Fig. 1: floorplan with the power grid
Scale bar: 100 um. Pins as bars on the die edge. Tap cells in gray.
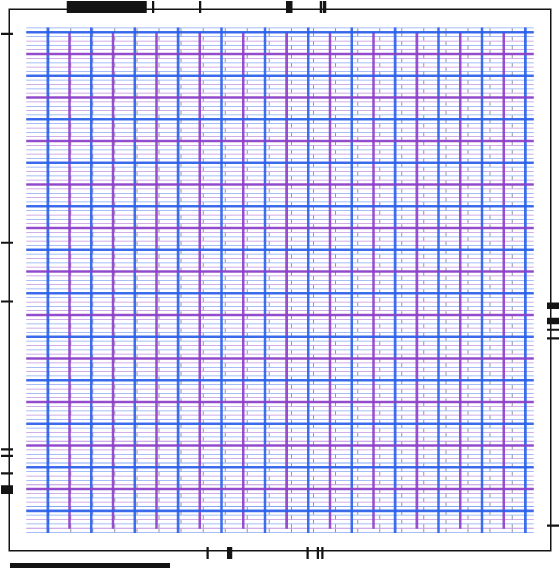
Fig. 2: cells colored by class
Scale bar: 100 um.
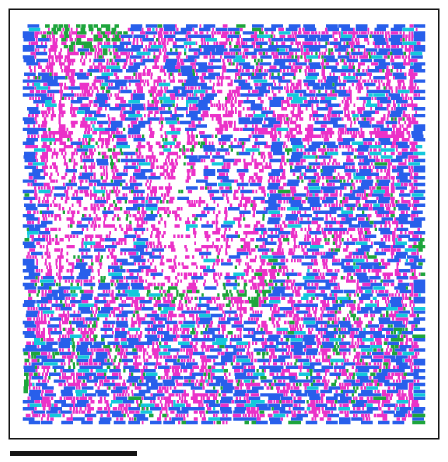
Fig. 3: clock network drawn from the DEF
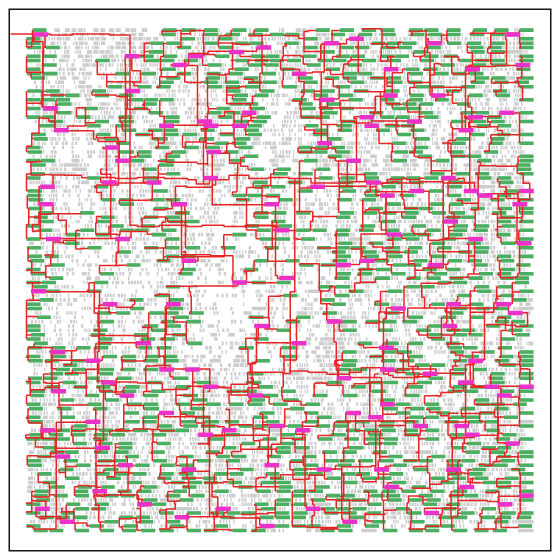
Fig. 4: wiring by layer
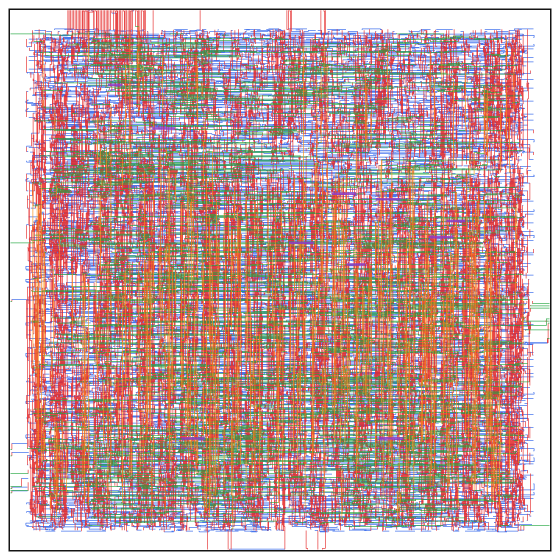
Fig. 5: routing congestion map
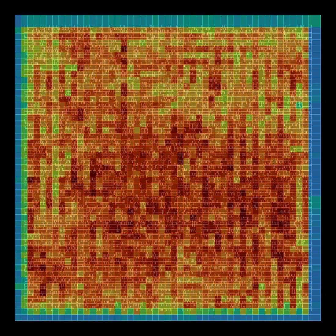
`src/rtl/kd_tree_traverse_pipe.sv`:
```
// kd_tree_traverse_pipe: fully pipelined KD-tree traversal, one tree level per stage, leaf index out.
// Defining KD_QUERY_TAG_EN adds a TAG_WIDTH tag that travels with each query.
module kd_tree_traverse_pipe #(
    parameter int DEPTH     = 6,
    parameter int NUM_DIMS  = 5,
    parameter int DIM_WIDTH = 11,
    parameter int IDX_WIDTH = 3
`ifdef KD_QUERY_TAG_EN
    ,
    parameter int TAG_WIDTH = 8
`endif
) (
    input  logic                           clk,
    input  logic                           rst_n,
    input  logic                           cfg_valid,
    output logic                           cfg_ready,
    input  logic [DEPTH-1:0]               cfg_addr,
    input  logic [DIM_WIDTH+IDX_WIDTH-1:0] cfg_data,
    input  logic                           in_valid,
    output logic                           in_ready,
    input  logic [NUM_DIMS*DIM_WIDTH-1:0]  in_patch,
`ifdef KD_QUERY_TAG_EN
    input  logic [TAG_WIDTH-1:0]           in_tag,
    output logic [TAG_WIDTH-1:0]           out_tag,
`endif
    output logic                           out_valid,
    input  logic                           out_ready,
    output logic [DEPTH-1:0]               out_leaf
);
    localparam int NODES = 2**DEPTH - 1;
    localparam int PW    = NUM_DIMS * DIM_WIDTH;

    logic [IDX_WIDTH-1:0]        idx_q   [NODES];
    logic signed [DIM_WIDTH-1:0] med_q   [NODES];
    logic [DEPTH:1]              v_q;
    logic [DEPTH-1:0]            path_q  [1:DEPTH];
    logic [PW-1:0]               patch_q [1:DEPTH-1];
    logic [DEPTH-1:0]            path_d  [DEPTH];
    logic                        pipe_empty, advance, in_fire, cfg_fire;

    assign pipe_empty = ~|v_q;
    assign advance    = !v_q[DEPTH] || out_ready;
    assign cfg_ready  = pipe_empty;
    assign in_ready   = advance && !(cfg_valid && pipe_empty);
    assign in_fire    = in_valid && in_ready;
    assign cfg_fire   = cfg_valid && pipe_empty;
    assign out_valid  = v_q[DEPTH];
    assign out_leaf   = path_q[DEPTH];

    // Stage 0 decides the root straight from the input so the result lands after DEPTH registers.
    for (genvar g = 0; g < DEPTH; g++) begin : g_lvl
        logic [PW-1:0]               p;
        logic [DEPTH-1:0]            pa, na;
        logic [IDX_WIDTH-1:0]        ix;
        logic signed [DIM_WIDTH-1:0] sl;
        if (g == 0) begin : g_root
            assign p  = in_patch;
            assign pa = '0;
        end else begin : g_inner
            assign p  = patch_q[g];
            assign pa = path_q[g];
        end
        assign na = DEPTH'(2**g - 1) + pa;
        assign ix = idx_q[na];
        always_comb begin
            sl = '0;
            for (int d = 0; d < NUM_DIMS; d++)
                if (ix == IDX_WIDTH'(d)) sl = p[d*DIM_WIDTH +: DIM_WIDTH];
        end
        assign path_d[g] = {pa[DEPTH-2:0], !(sl < med_q[na])};
    end

    always_ff @(posedge clk or negedge rst_n) begin
        if (!rst_n) begin
            v_q <= '0;
            for (int i = 1; i <= DEPTH; i++) path_q[i] <= '0;
            for (int i = 1; i < DEPTH; i++) patch_q[i] <= '0;
            for (int i = 0; i < NODES; i++) begin
                idx_q[i] <= '1;
                med_q[i] <= '0;
            end
        end else begin
            // The all-ones address has no node behind it and is silently dropped.
            if (cfg_fire && cfg_addr != {DEPTH{1'b1}}) begin
                idx_q[cfg_addr] <= cfg_data[IDX_WIDTH-1:0];
                med_q[cfg_addr] <= cfg_data[IDX_WIDTH +: DIM_WIDTH];
            end
            if (advance) begin
                v_q        <= {v_q[DEPTH-1:1], in_fire};
                path_q[1]  <= path_d[0];
                patch_q[1] <= in_patch;
                for (int i = 2; i <= DEPTH; i++) path_q[i] <= path_d[i-1];
                for (int i = 2; i < DEPTH; i++) patch_q[i] <= patch_q[i-1];
            end
        end
    end

`ifdef KD_QUERY_TAG_EN
    logic [TAG_WIDTH-1:0] tag_q [1:DEPTH];

    always_ff @(posedge clk or negedge rst_n) begin
        if (!rst_n) begin
            for (int i = 1; i <= DEPTH; i++) tag_q[i] <= '0;
        end else if (advance) begin
            tag_q[1] <= in_tag;
            for (int i = 2; i <= DEPTH; i++) tag_q[i] <= tag_q[i-1];
        end
    end

    assign out_tag = tag_q[DEPTH];
`endif
endmodule

```
`config.mk`:
```
export PLATFORM = sky130hd
export DESIGN_NAME = kd_tree_traverse_pipe
export DESIGN_NICKNAME = d
export VERILOG_FILES = /design/src/rtl/kd_tree_traverse_pipe.sv
export SDC_FILE = /design/constraint.sdc
export NUM_CORES = 2
export LEC_CHECK = 0
export ABC_AREA = 1
export CAP_MARGIN = 10
export CORE_MARGIN = 10
export CORE_UTILIZATION = 58
export CTS_CLUSTER_SIZE = 16
export DETAILED_ROUTE_END_ITERATION = 10
export GPL_TIMING_DRIVEN = 0
export PLACE_DENSITY = 0.75
export SLEW_MARGIN = 20
export SYNTH_ARGS = -nofsm -noshare
export SYNTH_HDL_FRONTEND = slang
export SYNTH_SLANG_ARGS = --single-unit
export TNS_END_PERCENT = 100
```
`constraint.sdc`:
```
create_clock -name clk -period 5.6 [get_ports clk]
set_input_delay 1.12 -clock clk [delete_from_list [all_inputs] [get_ports clk]]
set_output_delay 1.12 -clock clk [all_outputs]
set_load 0.005 [all_outputs]
```
==> results_dict.tcl <==
# implementation run metrics
set metrics [dict create \
    status "completed" \
    gp_congestion 1.11 \
    timing.rr.end "out_leaf[0]" \
    edf_count 0 \
    numPortBuffers 84 \
    root_buffer "clkbuf_16" \
    die_w_um 338 \
    finalHoldViolCount 0 \
    cap_violations 0 \
    crit_family "buffers and inverters" \
    synth_async_sr_flop_share 1.00 \
    openroad.warnings 52 \
    rsz0062_at_grt "false" \
    synth-cells-yosys 7333 \
    grt-ovfl-total 0 \
    syn_avg_cell_area_um2 7.98 \
    rows 116 \
    vias_per_cell 6.63 \
    ir_drop_uv 490 \
    slew_viol_final 0 \
    worstSetupStartpoint "g_lvl[5].pa[0]" \
    synth-seq-cells 1184 \
    min_period_ns 5.56 \
    final_cell_mix "nand2_1, o21ai_0, dfrtp_1" \
    routed.top_layer "met5" \
    ys_seq_frac 0.510 \
    r2r_slack_ns 0.04 \
    worst-endpoint-required_ns 6.30 \
    yosysWarnings 0 \
    cts_made_buffers 131 \
    min-delay-path-class "in2async" \
    coreArea_um2 100000 \
    powerComb_uw 27200 \
    synthesis.instances 7333 \
    p_leak_uw 0.0289 \
    wl_met3_um 39200 \
    relSlewSlack 0.162 \
    yosys.area_share.aoi 0.221 \
    gr-usage-met1 0.586 \
    setup_viol 0 \
    power_sequential_uw 10900 \
    fin_worst_skew_ns 0.0275 \
    antenna_found_initial 23 \
    critPathLaunchType "register" \
    regArea_um2 29900 \
    cp.depth 25 \
    top_area_cell "dfrtp_1" \
    die_h_um 338 \
    die_area_um2 114000 \
    h-tree-depth 4 \
    fin_cells 8979 \
    path_common_cell "nand2_1" \
    use_met3 0.175 \
    powerDensity_nw_per_um2 712 \
    final-comb-area_um2 25100 \
    grt_max_degree 150 \
    wl_met2_um 103000 \
    postRouteAntennaNets 0 \
    fin_crit_sh 0.993 \
    max_slew.worst_pin.slew_ns 1.26 \
    routed_wl_um 258000 \
    end_kind "register" \
    powerClk_uw 9230 \
    crit_fanout 19 \
    yosys.cell_types.count 55 \
    drc 0 \
    top_logic_kind "AND-OR/OR-AND gates" \
    arrival_ns 6.26 \
    synth.area.top_cells "dfrtp_1, nand2_1, o21ai_0" \
    synthMuxAreaShare 0.000513 \
    io_pins 89 \
    dp.cells 8726 \
    layout.nets 7707 \
    reg2reg_depth 25 \
    met1Wirelength_um 95800 \
    cp_slowest_cell "clkbuf_1" \
    swShare 0.517 \
    drt_iter0_drc 9755 \
    xor_share 0.000919 \
    slowest_delay_ns 0.73 \
    syn_area_um2 58500 \
    cts.clk_slew.worst_paths_ns 0.06 \
    drtPass1Iterations 9 \
    cts_sinks 1184 \
    dr_total_vias 59533 \
    power_frac_seq 0.231 \
    grt_first_pass_wirelength_um 371000 \
    fa_ha_area_frac 0.0137 \
    layout_top_cell "nand2_1" \
    initCoreUtil 0.584 \
    worstSkewPairLatency_ns 0.79 \
    hpwl_um 191000 \
    syn_to_final_growth_pct 13.6 \
    cts_tree "yes" \
    cts.path.max_buffers 3 \
    yosys_most_used_dff "dfrtp_1" \
    clkPwrFrac 0.195 \
    combPwrFrac 0.574 \
    drive_gt1_frac 0.0988 \
    switchingPower_uw 24400 \
    fillers 8606 \
    crit_end "out_leaf[0]" \
    syn_nets 7477 \
    ys_area_um2 58500 \
    simple_gate_area_frac 0.188 \
    fmax_mhz 180 \
    critical_path_class "reg2reg" \
    first_global_vias 54842 \
    utilization 0.664 \
    maxPowerGroup "combinational logic" \
    p_int_uw 22900 \
    yosysTopAreaCellShare 0.426 \
    rr_startpoint "g_lvl[5].pa[0]" \
    path_buffers 9 \
]
## Picture notes: Fig. 1
color	net
blue	VSS
purple	VDD
rows	116
tap cells	1,298
met1 rails	117

## Picture notes: Fig. 2
color	class	cells	share of their area
green	remaining buffers and delay cells	652	5.8%
magenta	remaining logic cells	5,594	41%
cyan	clock drivers and dummy loads	240	7.0%
blue	registers	1,184	46%

## Picture notes: Fig. 3
[green] flip-flops | count: 1,184
[magenta] clock-net drivers | count: 131
[red] clock wires | length: 14,900 um
routed clock nets	132
flops lie	all over the die

## Picture notes: Fig. 4
color	layer	wire length
blue	M1	95.8 mm
red	M2	103 mm
orange	M4	19,400 um
purple	M5	122 um
green	M3	39.2 mm

## Picture notes: Fig. 5
met2 GRT Util: 0.604
GR Util All Layers: 0.445
Routed WL per cell: 28.7 um
GR peak layer: met2

==> layout make-up <==
class,instances,share of cell area
inverters,396,0.0227
clock inverters,51,0.0108
diodes,11,0.000414
plain buffers,551,0.0388
well taps,1298,0.0244
repair buffers,101,0.0179
clock buffers,189,0.0575
flip-flops and latches,1184,0.449
multi-input cells,5198,0.378
==> stage by stage <==
stage               hold WS [ns]  total power, uW  cell area [um^2]  TNS (ns)  setup WS (ns)
detailed placement         0.465            35700             61300     -5.42          -3.10
finish                     0.213            47300             66500         0         0.0381
floorplan                  0.448            25000             58500         0           1.10
CTS                        0.222            45600             66300         0         0.0448
global route               0.252            49000             66500         0        0.00541
global placement           0.461            35300             61000         -         -49.25
==> synth_stat cells (21+ instances only) <==
cell / instances
dfstp_2: 189
o21ai_1: 32
nand2_1: 2065
a21oi_1: 442
clkbuf_1: 383
nand3_1: 241
buf_1: 27
nor3_1: 21
inv_2: 21
o22ai_1: 106
inv_1: 363
o211ai_1: 60
buf_2: 133
nor2_1: 325
o21ai_0: 1518
nand4_1: 23
o221ai_1: 56
ha_1: 64
dfrtp_1: 995
a31oi_1: 34
a221oi_1: 47
==> worst reg2reg max path: cells and delay by family, from the launching register on <==
kind                       cells  cell delay, ns
AOI/OAI and AO/OA              2            0.99
xor gates and xnor gates       1            0.10
adders and majority gates      2            0.59
buffers and inverters          9            2.09
DFF                            1            0.38
and+or+nand+nor               11            1.35
==> sequential cells by signal (all words and copies together) (netlist names) <==
| signal | count |
|---|---|
| med_q | 693 |
| g_lvl.p | 275 |
| idx_q | 189 |
| g_lvl.pa | 15 |
| out_leaf | 6 |
| v_q | 6 |
==> repair_timing <==
item                       CTS  global route
hold buffers                 0             0
pin swaps                    5             5
setup endpoints to repair    4             4
gates resized              170            49
setup buffers                6             0
Power figures rest on the tool's default switching activity, not on a simulated workload.
